Figure 1. Metal 1 (run 1).
Supply wires on this layer in gray.
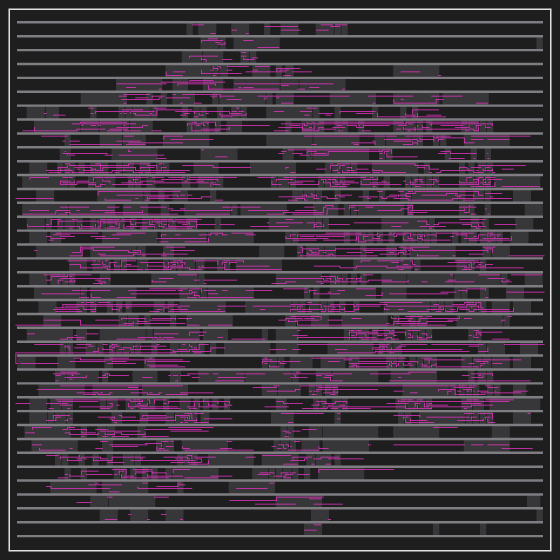
Figure 2. Track usage over the die (run 1).
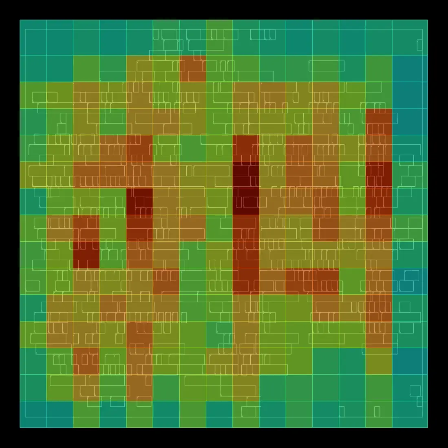
Figure 3. Where the registers sit (run 1).
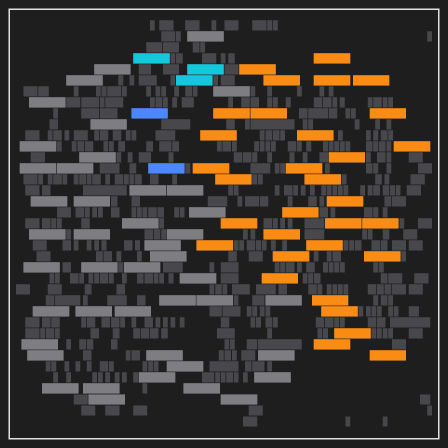
Figure 4. The metal 2 layer (run 1).
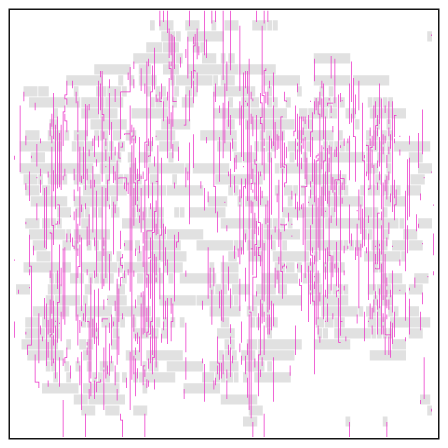
--- config.mk ---
export PLATFORM = sky130hd
export DESIGN_NAME = io_port_bridge
export DESIGN_NICKNAME = d
export VERILOG_FILES = /design/src/rtl/io_port_bridge.sv
export SDC_FILE = /design/constraint.sdc
export NUM_CORES = 1
export LEC_CHECK = 0
export ABC_AREA = 1
export CAP_MARGIN = 30
export CORE_UTILIZATION = 40
export CTS_BUF_LIST = sky130_fd_sc_hd__clkbuf_8 sky130_fd_sc_hd__clkbuf_16
export DETAILED_ROUTE_END_ITERATION = 8
export REMOVE_ABC_BUFFERS = 1
export SYNTH_ARGS = -nofsm -noshare
export SYNTH_HDL_FRONTEND = slang
export SYNTH_SLANG_ARGS = --single-unit
export TNS_END_PERCENT = 10
--- constraint.sdc ---
create_clock -name clk -period 4.32 [get_ports clk]
set_input_delay 0.864 -clock clk [delete_from_list [all_inputs] [get_ports clk]]
set_output_delay 0.864 -clock clk [all_outputs]
set_load 0.02 [all_outputs]
--- src/rtl/io_port_bridge.sv ---
// CPU in_port/out_port bridge: TX FIFO (CPU -> host) and RX FIFO (host -> CPU), valid/ready on the host side.
// Optional IO_BRIDGE_OVF_CNT_EN builds a saturating counter of dropped TX writes on ovf_cnt.

module io_port_bridge_fifo #(
    parameter int DEPTH_LOG2 = 2
) (
    input  logic       clk,
    input  logic       rst,
    input  logic       push,
    input  logic       pop,
    input  logic [7:0] wdata,
    output logic [7:0] head,
    output logic       full,
    output logic       empty
);
    localparam int DEPTH = 1 << DEPTH_LOG2;

    logic [DEPTH-1:0][7:0]  mem;
    logic [DEPTH_LOG2-1:0]  wr_ptr, rd_ptr;
    logic [DEPTH_LOG2:0]    count;

    assign full  = (count == (DEPTH_LOG2+1)'(DEPTH));
    assign empty = (count == '0);
    assign head  = mem[rd_ptr];

    // push/pop arrive pre-qualified; a push into a full FIFO is legal only alongside a pop
    always_ff @(posedge clk or negedge rst) begin
        if (!rst) begin
            mem    <= '0;
            wr_ptr <= '0;
            rd_ptr <= '0;
            count  <= '0;
        end else begin
            if (push) begin
                mem[wr_ptr] <= wdata;
                wr_ptr      <= wr_ptr + 1'b1;
            end
            if (pop) rd_ptr <= rd_ptr + 1'b1;
            case ({push, pop})
                2'b10:   count <= count + 1'b1;
                2'b01:   count <= count - 1'b1;
                default: count <= count;
            endcase
        end
    end
endmodule

module io_port_bridge #(
    parameter int DEPTH_LOG2 = 2
) (
    input  logic       clk,
    input  logic       rst,
    input  logic [7:0] cpu_out_data,
    input  logic       cpu_out_we,
    output logic [7:0] cpu_in_data,
    output logic       cpu_in_avail,
    input  logic       cpu_in_re,
    output logic [7:0] host_tx_data,
    output logic       host_tx_valid,
    input  logic       host_tx_ready,
    input  logic [7:0] host_rx_data,
    input  logic       host_rx_valid,
    output logic       host_rx_ready,
    input  logic       clr_err,
    output logic       tx_ovf,
    output logic       rx_udf,
    output logic [7:0] ovf_cnt
);
    logic       tx_full, tx_empty, tx_push, tx_pop, tx_drop;
    logic       rx_full, rx_empty, rx_push, rx_pop, rx_udf_ev;
    logic [7:0] tx_head, rx_head;

    // TX may accept a write while full if the host drains in the same cycle
    assign tx_pop    = !tx_empty & host_tx_ready;
    assign tx_push   = cpu_out_we & (!tx_full | tx_pop);
    assign tx_drop   = cpu_out_we & tx_full & !tx_pop;

    // RX ready depends only on registered occupancy, so a pop never frees a slot combinationally
    assign rx_push   = host_rx_valid & !rx_full;
    assign rx_pop    = cpu_in_re & !rx_empty;
    assign rx_udf_ev = cpu_in_re & rx_empty;

    io_port_bridge_fifo #(.DEPTH_LOG2(DEPTH_LOG2)) u_tx (
        .clk(clk), .rst(rst), .push(tx_push), .pop(tx_pop), .wdata(cpu_out_data),
        .head(tx_head), .full(tx_full), .empty(tx_empty)
    );

    io_port_bridge_fifo #(.DEPTH_LOG2(DEPTH_LOG2)) u_rx (
        .clk(clk), .rst(rst), .push(rx_push), .pop(rx_pop), .wdata(host_rx_data),
        .head(rx_head), .full(rx_full), .empty(rx_empty)
    );

    assign host_tx_data  = tx_head;
    assign host_tx_valid = !tx_empty;
    assign host_rx_ready = !rx_full;
    assign cpu_in_avail  = !rx_empty;
    assign cpu_in_data   = rx_empty ? 8'h00 : rx_head;

    // sticky flags: an error event in the same cycle as clr_err wins
    always_ff @(posedge clk or negedge rst) begin
        if (!rst) begin
            tx_ovf <= 1'b0;
            rx_udf <= 1'b0;
        end else begin
            if (tx_drop)      tx_ovf <= 1'b1;
            else if (clr_err) tx_ovf <= 1'b0;
            if (rx_udf_ev)    rx_udf <= 1'b1;
            else if (clr_err) rx_udf <= 1'b0;
        end
    end

`ifdef IO_BRIDGE_OVF_CNT_EN
    always_ff @(posedge clk or negedge rst) begin
        if (!rst) begin
            ovf_cnt <= 8'h00;
        end else if (tx_drop) begin
            if (clr_err)               ovf_cnt <= 8'h01;
            else if (ovf_cnt != 8'hFF) ovf_cnt <= ovf_cnt + 8'h01;
        end else if (clr_err) begin
            ovf_cnt <= 8'h00;
        end
    end
`else
    assign ovf_cnt = 8'h00;
`endif
endmodule

==> Changelog: implementation, run 1 <==
## Flow update

- Hold Path Class: in2async
- Setup TNS: 0 ns
- Crit path cell chain: inv_4, nand2_1, nand3_1, a21oi_1, clkdlybuf4s50_1
- Late-Pin Clk Latency: around 0.36 ns
- Via/cell ratio: ~5.1
- Dominant logic cell types in the final layout: nand2_1 (198), dfrtp_1 (80), nand4_1 (64), clkdlybuf4s50_1 (42), inv_1 (37)
- PostCTS Resize Cnt: 0
- Placed insts: 676
- Setup violators final: 0
- Hold_buf cts: 0
- RSZ-0062 raised after global routing: false
- Routed Antenna Nets: 0
- Max VDD drop: roughly 440 µV
- RR Startpoint: u_tx.count[1]$_DFFE_PN0P_
- Top delay family on crit path: buffers and inverters
- Clock transition at path regs: about 0.080 ns
- Synth warn: 0
- Worst R2R Path Depth: 9
- Rows: 37
- Gp weighted congestion: just over 0.8
- Starting density of the core: 0.4154
- Layout Cells excl Fill: between 600 and 700
- Crit Path Class: reg2out
- Pwr Density: between 700 and 800 nW/µm²
- Global-route wire length before repair: 17,330 µm
- Pin count of the biggest net entering global routing: 60
- Worst slew pin tran: about 0.71 ns
- Clock skew: 0.009427 ns
- Critical path buffers and inverters: 2
- Status: finished clean
- Max Cap Viol: 0
- Initial DRC count: between 150 and 200
- Post-DP HPWL: 6669 µm
- Worst setup path startpoint: u_rx.rd_ptr[0]$_DFFE_PN0P_
- Fin crit share: 0.7501
- Layout cells sized above 1: 0.06126
- Setup bufs post-CTS: 0
- Post-Syn Area: ~4300 µm²
- Router iterations before antenna repair: 4
- CTS Buf Count: 9
- Comb. cell area: approximately 1900 µm²
- Yosys top cell by area: dfrtp_1
- Top cell excl fill/tap: nand2_1
- CP Depth: 5
- Area Overhead vs Synth: 14.06%
- Clock buffer depth: 2
- Clock net sink count: around 80
- Diode count: 0
- Vias in the first global route: 3,525
- Reg2reg end: u_tx.count[2]$_DFFE_PN0P_
- Tool Warnings: 31
- CP max FO: 19
- Ports: between 50 and 60
- Root buffer selected by CTS: clkbuf_8
- Height of the die: roughly 110 µm
- Count of unique library cells instantiated by Yosys: 28
- Post-Syn Instances: approximately 530
- Critical Path RT: roughly 3.5 ns
- Die Span X: 105.8 µm
- I/O Buffers: roughly 43
- Die area: between 10,000 and 15,000 µm²
- Largest type area fraction: 0.4647
- Hold Vio Cnt, Final: 0
- Drt drc: 0
- Yosys stat chip area: around 4300 µm²
- H-Tree Level Count: 3
- Maximum operating frequency: between 300 and 400 MHz
- Syn avg cell area: just over 8 µm²
- Crit. End Element: output port
- Filler instances: approximately 1.0k
- Antenna violations before repair: 0
- Startpoint Class: flop
- Biggest area cells: dfrtp_1 (46%), nand2_1 (17%), nand4_1 (9.3%)
- CP max-delay cell: dfrtp_1
- FF-to-FF setup slack: about 2.2 ns
Back to the opening pictures, Figure 1:
The longest straight run is 32.7 µm. The layer holds 46% of the routed length. The wires run mostly horizontal. The layer carries 4,580 µm of wire.
GR Util met1: 0.2622
vias after detailed routing: 3,530

Back to the opening pictures, Figure 2:
met3 Usage GRT: 0.03587
Routed wire per std cell: 14.41 µm
post-layout util: 0.4738
busiest grt layer: met2
gr usage total: 0.1930

Back to the opening pictures, Figure 3:
Orange is u_rx.mem, placed flops 32. Blue is u_tx.rd_ptr, placed flops 2. Cyan is u_tx.count, placed flops 3.
Another 43 sequential cells are not colored.
sequential share of cell area: 0.4074
Sequential Power: 1.38 mW
sequential cell area: 2002 µm²

Back to the opening pictures, Figure 4:
The layer holds 48% of the routed length. The wires run mostly vertical. 428 nets have wire on it. The longest straight run is 61.9 µm.
M2 GR Usage: 0.3156
drt total wl: 9955 µm

-- run 1: logic make-up after synthesis --
logic type / count (synthesis) / share of synthesized area
xor gates and xnor gates: 8 / 0.01626
DFF: 80 / 0.4647
and+or+nand+nor: 306 / 0.3265
AOI/OAI and AO/OA: 38 / 0.04647
buffers and inverters: 81 / 0.1069
other: 1 / 0.0008705
adders and majority gates: 12 / 0.03834
-- run 1: area by class of cell --
class | instances | area share
sequential | 80 | 0.4074
multi-input combinational | 372 | 0.3810
timing repair buffer | 47 | 0.09728
tap | 136 | 0.03463
inverter | 41 | 0.03183
clock buffer | 10 | 0.02801
clock inverter | 5 | 0.01986
-- run 1: worst register-to-register path, delay by kind of cell, from the launching register on --
family | cells | cell delay [ns]
simple gates | 5 | 0.81
flops | 1 | 0.43
fa+ha+maj | 2 | 0.57
buf+inv | 1 | 0.07
xor+xnor | 1 | 0.15
-- run 1: state kept, by name (all words and copies together), names as in the netlist --
name / count
tx_ovf: 1
u_rx.mem: 32
u_tx.wr_ptr: 2
u_rx.count: 3
u_rx.rd_ptr: 2
u_rx.wr_ptr: 2
u_tx.count: 3
u_tx.rd_ptr: 2
u_tx.mem: 32
rx_udf: 1
-- run 1: per-stage QoR --
step	area, µm²	util	hold slack (ns)	setup WS [ns]	total power [mW]
after floorplan	4030	-	0.4366	1.993	2.533
after global placement	4651	0.4485	0.4499	1.363	3.204
after detailed placement	4678	0.4511	0.4586	1.290	3.248
after CTS	4913	0.4738	0.4014	1.044	3.924
after global routing	4913	0.4738	0.4157	0.9041	4.217
final	4913	0.4738	0.4014	1.080	3.887
-- run 1: cells in the mapped netlist --
master / count
ha_1: 10
o22ai_1: 8
xnor2_1: 4
nor2_1: 16
buf_12: 1
nand3_4: 1
buf_4: 12
nand2_1: 198
nand3_1: 17
nand2_4: 1
buf_6: 5
inv_4: 1
dfrtp_1: 80
nor2_4: 2
xor2_1: 4
inv_1: 35
o21ai_0: 22
inv_2: 4
nand4_1: 64
conb_1: 1
buf_2: 17
nand3_2: 6
nand2_2: 1
a21oi_1: 8
clkbuf_1: 2
clkinv_1: 1
fa_1: 2
buf_8: 3
-- run 1: where the power goes --
group / total (mW) / internal [mW] / switching (mW) / leakage (nW)
logic: 1.85 / 0.738 / 1.11 / 1.36
clock network: 0.663 / 0.393 / 0.271 / 0.125
registers: 1.38 / 1.10 / 0.280 / 0.998
-- run 1: per-layer routing --
metal | wire (µm) | share of wire | global-route usage | vias to the layer above
met1 | 4577 | 0.46 | 0.2622 | 1675
met3 | 479 | 0.048 | 0.03587 | 10
met5 | 0 | 0 | 0 | -
met2 | 4816 | 0.48 | 0.3156 | 90
met4 | 81 | 0.0081 | 0.05159 | 0
li1 | - | - | - | 1755
--- run 2 (diff from run 1) ---
==> constraint.sdc (replaced) <==
create_clock -name clk -period 3.1 [get_ports clk]
set_input_delay 0.62 -clock clk [delete_from_list [all_inputs] [get_ports clk]]
set_output_delay 0.62 -clock clk [all_outputs]
set_load 0.02 [all_outputs]
Figure 5. Metal 1 (run 2).
Supply wires on this layer in gray.
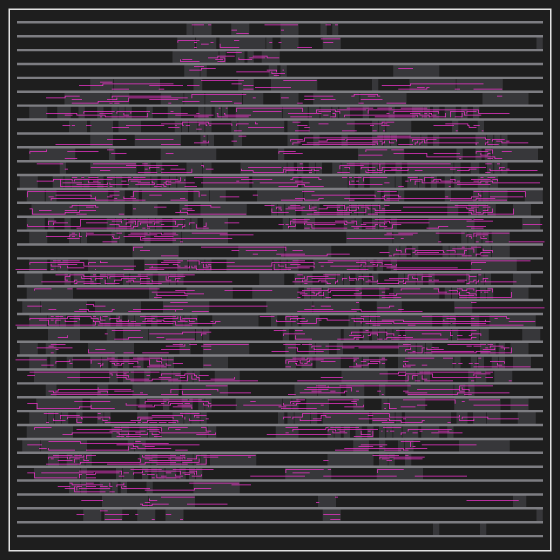
The layer holds 47% of the routed length. The longest straight run is 39.6 µm. 524 nets have wire on it.
vias after detailed routing: 3,479
drt total wl: 9986 µm
GR Util met1: 0.2648

==> run 2 against run 1 <==
Net effect:
- flip-flop count did not move
- clock skew fell by 0.00054 ns
- cell count rose by 0.43%
- via count fell by 1.4%
- non-clock buffer count rose by 2
- setup slack got worse by 0.89 ns
- final area rose by 0.23%
- first-iteration DRC count rose by 8.1%
- worst hold slack got worse by 0.20 ns
- largest cell class unchanged
- highest routed layer unchanged
==> Changelog: implementation, run 2 <==
## Flow update

- Clock buffer depth: 2 (unchanged)
- Setup TNS: 0 ns (unchanged)
- Grt total ovfl: 0
- Largest type area fraction: 0.4647 (unchanged)
- Maximum operating frequency: around 340 MHz
- Crit Path Class: reg2out
- Vias in the first global route: 3,408 (-3.3%)
- Status: finished clean
- Hold_buf cts: 0 (unchanged)
- Yosys top cell by area: dfrtp_1
- Max-slew violations: 0
- Root buffer selected by CTS: clkbuf_8
- Post-DP HPWL: 6785 µm (+1.7%)
- Post-Syn Area: 4308 µm² (unchanged)
- Startpoint Class: flop
- Height of the die: 105.8 µm (unchanged)
- Crit. End Element: output port
- Layout cells sized above 1: 0.06810 (+0.006839)
- CTS Buf Count: 9 (unchanged)
- Filler instances: 1,043 (+1.2%)
- Yosys top cell by instances: nand2_1
- Area Overhead vs Synth: 14.32%
- Worst hold slack: 0.2034 ns (-0.1980 ns)
- Critical Path RT: 2.48 ns (-0.98 ns)
- Initial DRC count: 201 (+8.1%)
- CP max-delay cell: dfrtp_1
- Clock skew: 0.008884 ns (-0.0005438 ns)
- Post-Syn Instances: 526 (unchanged)
- Fin crit share: 0.9383
- Count of unique library cells instantiated by Yosys: 28 (unchanged)
- Top delay family on crit path: buffers and inverters
- Routed Antenna Nets: 0 (unchanged)
- Largest regs: u_rx.mem (32), u_tx.mem (32)
- Critical path buffers and inverters: 2 (unchanged)
- Hold Vio Cnt, Final: 0 (unchanged)
- Crit path cell chain: inv_4, nand2_1, nand3_1, a21oi_1, clkdlybuf4s50_1
- Dominant logic cell types in the final layout: nand2_1 (198), dfrtp_1 (80), nand4_1 (64), clkdlybuf4s50_1 (42), inv_1 (36)
- Yosys stat chip area: 4308 µm² (unchanged)
- Gp weighted congestion: 0.8083 (-0.60%)
- CP max FO: 19 (unchanged)
- Clock transition at path regs: 0.09 ns (about the same)
- Synth warn: 0 (unchanged)
- Die Span X: 105.8 µm (unchanged)
- Setup violators final: 0 (unchanged)
- Worst slew pin tran: 0.6327 ns (-0.07636 ns)
- Antenna violations before repair: 0 (unchanged)
- Global-route wire length before repair: 17,110 µm (-1.3%)
- Pwr Density: 1096 nW/µm² (+38%)
- Post-synth EDFFs: 0 (unchanged)
- H-Tree Level Count: 3 (unchanged)
- Router iterations before antenna repair: 4 (unchanged)
- Clock net sink count: 80 (unchanged)
- Starting density of the core: 0.4154 (unchanged)
- Via/cell ratio: 5.013 (-1.9%)
- RSZ-0062 raised after global routing: false
- Die area: 11,190 µm² (unchanged)
- Drt drc: 0 (unchanged)
- PostCTS Resize Cnt: 0 (unchanged)
- Rows: 37 (unchanged)
- Diode count: 0 (unchanged)
- Ports: 52 (unchanged)
- Top cells by count: nand2_1 (198), dfrtp_1 (80), nand4_1 (64)
- Max VDD drop: 546.9 µV (+23%)
- Tool Warnings: 31 (unchanged)
- Hold Path Class: in2async
- Syn avg cell area: 8.190 µm² (unchanged)
- Setup bufs post-CTS: 0 (unchanged)
- Late-Pin Clk Latency: 0.36 ns (about the same)
- Pleak: 2.486 nW
- Gr usage total: 0.1917 (-0.001296)
- Biggest area cells: dfrtp_1 (46%), nand2_1 (17%), nand4_1 (9.3%)
- Primary FF master, synth: dfrtp_1
- I/O Buffers: 43 (unchanged)
Figure 6. Track usage over the die (run 2).
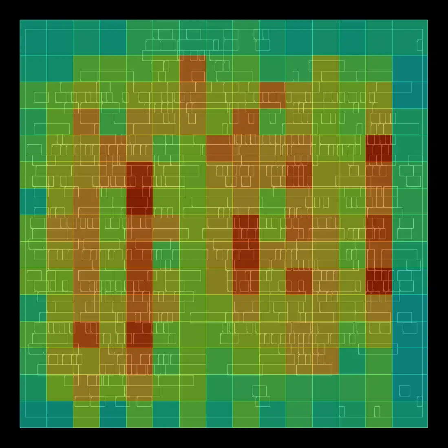
Routed wire per std cell: 14.39 µm
met3 Usage GRT: 0.03772
M2 GR Usage: 0.3044
post-layout util: 0.4749

[run 2: worst paths after layout]
kind / cells after the start / endpoint / from / slack (ns)
worst max-delay path: 5 / cpu_in_data[5] / u_rx.rd_ptr[0]$_DFFE_PN0P_ / 0.19
worst min-delay path: 1 / u_tx.mem[7]$_DFFE_PN0P_ / rst / 0.20
worst max register to register: 10 / u_rx.count[2]$_DFFE_PN0P_ / u_rx.count[0]$_DFFE_PN0P_ / 1.26
worst min register to register: 2 / u_tx.mem[23]$_DFFE_PN0P_ / u_tx.mem[23]$_DFFE_PN0P_ / 0.47
max in group asynchronous: 2 / u_rx.mem[22]$_DFFE_PN0P_ / rst / 2.29
min in group clk: 2 / u_tx.mem[23]$_DFFE_PN0P_ / u_tx.mem[23]$_DFFE_PN0P_ / 0.47
[run 2: kinds of logic (layout without fill, tap and decap cells)]
group	after synthesis	after routing	share of synthesized area
XOR/XNOR	8	8	0.01626
other	1	8	0.0008705
AND-OR/OR-AND	38	38	0.04647
flip-flops	80	80	0.4647
adder cells (fa/ha/maj)	12	12	0.03834
buffers and inverters	81	106	0.1069
AND/OR/NAND/NOR	306	306	0.3265
[run 2: worst register-to-register path: stages (launching register included)]
cell	delay (ns)
dfrtp_1	0.38
inv_2	0.07
nand3_1	0.15
nand2_1	0.13
inv_1	0.10
ha_1	0.16
inv_1	0.07
fa_1	0.37
nand2_1	0.08
nand3_1	0.08
xor2_1	0.14
[run 2: routing by layer]
metal  global-route usage  part of all wire  up-vias
met1               0.2648              0.47     1624
met3              0.03772             0.038        7
li1                     -                 -     1762
met2               0.3044              0.48       86
met4              0.05556            0.0080        0
met5                    0                 0        -
[run 2: area by class of cell]
cell class / instances / area, µm² / area share
Inverter: 41 / 156.4 / 0.03176
Clock buffer: 11 / 151.4 / 0.03074
Tap cell: 136 / 170.2 / 0.03455
Sequential cell: 80 / 2002 / 0.4065
Multi-Input combinational cell: 372 / 1872 / 0.3801
Clock inverter: 5 / 80.08 / 0.01626
Timing Repair Buffer: 49 / 493.0 / 0.1001
[run 2: stage by stage]
step           power (mW)  cell area (µm²)  std cells  worst slack (ns)
6_report            5.396             4925        694            0.1913
5_1_grt             5.839             4925        694           0.01445
4_1_cts             5.443             4925        694            0.1482
3_5_place_dp        4.530             4693        678            0.5473
3_3_place_gp        4.459             4666        677            0.5643
2_1_floorplan       3.530             4030        493            0.8695
[run 2: power by group]
| group | internal, mW | switching, mW |
|---|---|---|
| sequential | 1.53 | 0.365 |
| combinational | 1.04 | 1.57 |
| clock | 0.497 | 0.396 |
--- run 3 (diff from run 2) ---
--- a/config.mk
+++ b/config.mk
@@ -6,7 +6,7 @@
 export NUM_CORES = 1
 export LEC_CHECK = 0
 export ABC_AREA = 1
-export CAP_MARGIN = 30
+export CAP_MARGIN = 20
 export CORE_UTILIZATION = 40
 export CTS_BUF_LIST = sky130_fd_sc_hd__clkbuf_8 sky130_fd_sc_hd__clkbuf_16
 export DETAILED_ROUTE_END_ITERATION = 8
Figure 7. Track usage over the die (run 3).
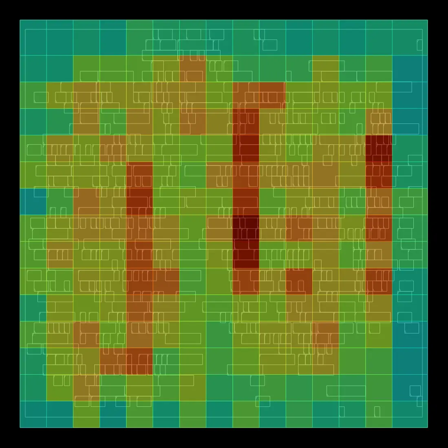
post-layout util: 0.4716
met3 Usage GRT: 0.03587
GR Util met1: 0.2602
gr usage total: 0.1883

Figure 8. Metal 1 (run 3).
Supply wires on this layer in gray.
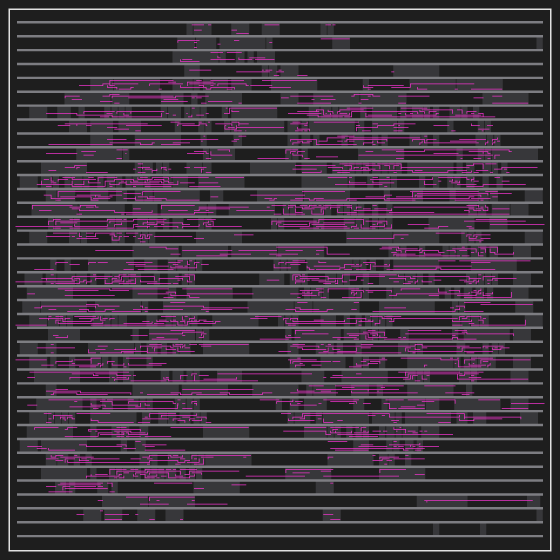
The longest straight run is 31.7 µm. The layer holds 46% of the routed length. 528 nets have wire on it. The layer carries 4,550 µm of wire. The wires run mostly horizontal.
drt total wl: 9799 µm
vias after detailed routing: 3,481

==> run 3 against run 2 <==
Net effect:
- setup slack lost 0.012 ns
- power decreased by 2.4%
- first-iteration DRC count is 5.0% lower
- final area down 0.69%
- fmax shrank 0.40%
- cell count unchanged
- combinational power barely moved
- clock-buffer cell count is 1 lower
- flip-flop count did not move
- critical path type unchanged
- critical endpoint unchanged
- largest cell class unchanged
- largest power group unchanged
==> Changelog: implementation, run 3 <==
## Flow update

- RR Startpoint: u_rx.count[0]$_DFFE_PN0P_
- Synth warn: 0 (unchanged)
- Ports: 52 (unchanged)
- Layout cells sized above 1: 0.06810 (unchanged)
- Clock net sink count: 80 (unchanged)
- Clock skew: 0.01115 ns (+0.002265 ns)
- I/O Buffers: 43 (unchanged)
- Routed wire per std cell: 14.12 µm (-1.9%)
- Worst path max stage delay: roughly 0.76 ns
- Maximum operating frequency: 342.4 MHz (-0.40%)
- Die Span X: 105.8 µm (unchanged)
- Critical Path RT: 2.48 ns (about the same)
- RSZ-0062 raised after global routing: false
- Fin crit share: 0.9421 (+0.003808)
- Crit Path Class: reg2out
- Adder-cell share of the synthesized area: 0.03834 (unchanged)
- CTS Buf Count: 9 (unchanged)
- Hold Path Class: in2async
- Largest type area fraction: 0.4647 (unchanged)
- Gp weighted congestion: 0.8083 (unchanged)
- Status: finished clean
- Rows: 37 (unchanged)
- Clock buffer depth: 2 (unchanged)
- Tool Warnings: 31 (unchanged)
- Pleak: 2.473 nW (-0.54%)
- Drt drc: 0 (unchanged)
- Top cells by count: nand2_1 (198), dfrtp_1 (80), nand4_1 (64)
- Diode count: 0 (unchanged)
- Antenna violations before repair: 0 (unchanged)
- Primary FF master, synth: dfrtp_1
- Post-Syn Instances: 526 (unchanged)
- Root buffer selected by CTS: clkbuf_8
- Startpoint Class: flop
- Largest regs: u_rx.mem (32), u_tx.mem (32)
- FF-to-FF setup slack: 1.25 ns (about the same)
- Max-slew violations: 0 (unchanged)
- M2 GR Usage: 0.2988 (-0.005602)
- Busiest grt layer: met2
- Late-Pin Clk Latency: 0.35 ns (about the same)
- Post-DP HPWL: 6580 µm (-3.0%)
- PostCTS Resize Cnt: 0 (unchanged)
- Top cell excl fill/tap: nand2_1
- Post-synth EDFFs: 0 (unchanged)
- Max VDD drop: 514.6 µV (-5.9%)
- Syn avg cell area: 8.190 µm² (unchanged)
- Simple Share, Synth: 0.3265 (unchanged)
- Starting density of the core: 0.4154 (unchanged)
- Yosys stat chip area: 4308 µm² (unchanged)
- Count of unique library cells instantiated by Yosys: 28 (unchanged)
- Critical path buffers and inverters: 2 (unchanged)
- Tot Pwr: 5.267 mW (-2.4%)
- Height of the die: 105.8 µm (unchanged)
- Filler instances: 1,035 (-0.77%)
- Grt total ovfl: 0 (unchanged)
- Sequential cell area: 2002 µm² (unchanged)
- Biggest area cells: dfrtp_1 (46%), nand2_1 (17%), nand4_1 (9.3%)
- Cell area after layout: 4891 µm² (-0.69%)
- Comb. cell area: 1872 µm² (unchanged)
- Setup bufs post-CTS: 0 (unchanged)
- Crit. End Element: output port
- Global-route wire length before repair: 16,820 µm (-1.7%)
- H-Tree Level Count: 3 (unchanged)
- Via/cell ratio: 5.016 (about the same)
- Worst slew pin tran: 0.6425 ns (+0.009745 ns)
- Crit path cell chain: inv_4, nand2_1, nand3_1, a21oi_1, clkdlybuf4s50_1
- Post-Syn Area: 4308 µm² (unchanged)
- CP max-delay cell: dfrtp_1
- Vias in the first global route: 3,351 (-1.7%)
- Area Overhead vs Synth: 13.53%
- Reg2reg end: u_rx.count[2]$_DFFE_PN0P_
- Pwr Density: 1077 nW/µm² (-1.7%)
- Xor/xnor share: 0.01626 (unchanged)
- Dpl cell area: 4666 µm² (-0.59%)
- Die area: 11,190 µm² (unchanged)
- Hold Vio Cnt, Final: 0 (unchanged)
- Yosys top cell by instances: nand2_1
- Aoi share: 0.04647 (unchanged)
- Routed Antenna Nets: 0 (unchanged)
- Mux area share: 0 (unchanged)
- Hold_buf cts: 0 (unchanged)
- Top delay family on crit path: buffers and inverters
- Setup TNS: 0 ns (unchanged)
- Router iterations before antenna repair: 4 (unchanged)
- Yosys top cell by area: dfrtp_1
- Top comb family, area: simple AND/OR/NAND/NOR gates
- Setup violators final: 0 (unchanged)
- Worst R2R Path Depth: 10 (unchanged)
- Clock transition at path regs: 0.09 ns (about the same)
## run 3: cell counts after synthesis
No cell type changed its count.
## run 3: worst max path at each step
stage | from | to | slack, ns | cells past startpoint
4_1_cts | u_rx.rd_ptr[0]$_DFFE_PN0P_ | cpu_in_data[5] | 0.14 | 5
2_1_floorplan | u_rx.count[0]$_DFFE_PN0P_ | u_rx.count[2]$_DFFE_PN0P_ | 0.87 | 9
5_1_grt | u_rx.rd_ptr[0]$_DFFE_PN0P_ | cpu_in_data[5] | 0.05 | 5
6_report | u_rx.rd_ptr[0]$_DFFE_PN0P_ | cpu_in_data[5] | 0.18 | 5
3_3_place_gp | u_rx.rd_ptr[0]$_DFFE_PN0P_ | cpu_in_data[5] | 0.56 | 5
3_5_place_dp | u_rx.rd_ptr[0]$_DFFE_PN0P_ | cpu_in_data[5] | 0.54 | 5
## run 3: cells by family (layout without fill, tap and decap cells)
logic type                 count (synthesis)  after routing
buffers and inverters                     81            106
xor gates and xnor gates                   8              8
AOI/OAI and AO/OA                         38             38
and+or+nand+nor                          306            306
adders and majority gates                 12             12
other                                      1              8
DFF                                       80             80
## run 3: through the flow
stage / cells / worst slack (ns)
floorplan: 493 / 0.8695
global placement: 677 / 0.5643
detailed placement: 677 / 0.5383
CTS: 693 / 0.1422
global route: 694 / 0.04790
finish: 694 / 0.1795
## run 3: cell type report
cell class	instances	share of cell area
Clock buffer	10	0.02814
Clock inverter	6	0.01228
Inverter	41	0.03198
Multi-Input combinational cell	372	0.3827
Sequential cell	80	0.4093
Tap cell	136	0.03479
Timing Repair Buffer	49	0.1008
## run 3: where the power goes
group	internal [mW]	leakage [nW]	switching, mW
logic	1.04	1.37	1.56
clock network	0.390	0.103	0.381
registers	1.53	0.998	0.363
total	2.96	2.47	2.30
## run 3: metal layers
metal | vias up | part of all wire | routed length [µm]
li1 | 1768 | - | -
met1 | 1610 | 0.46 | 4553
met2 | 97 | 0.48 | 4737
met3 | 6 | 0.045 | 441
met4 | 0 | 0.0066 | 65
met5 | - | 0 | 0
Power and IR drop assume default switching activity.
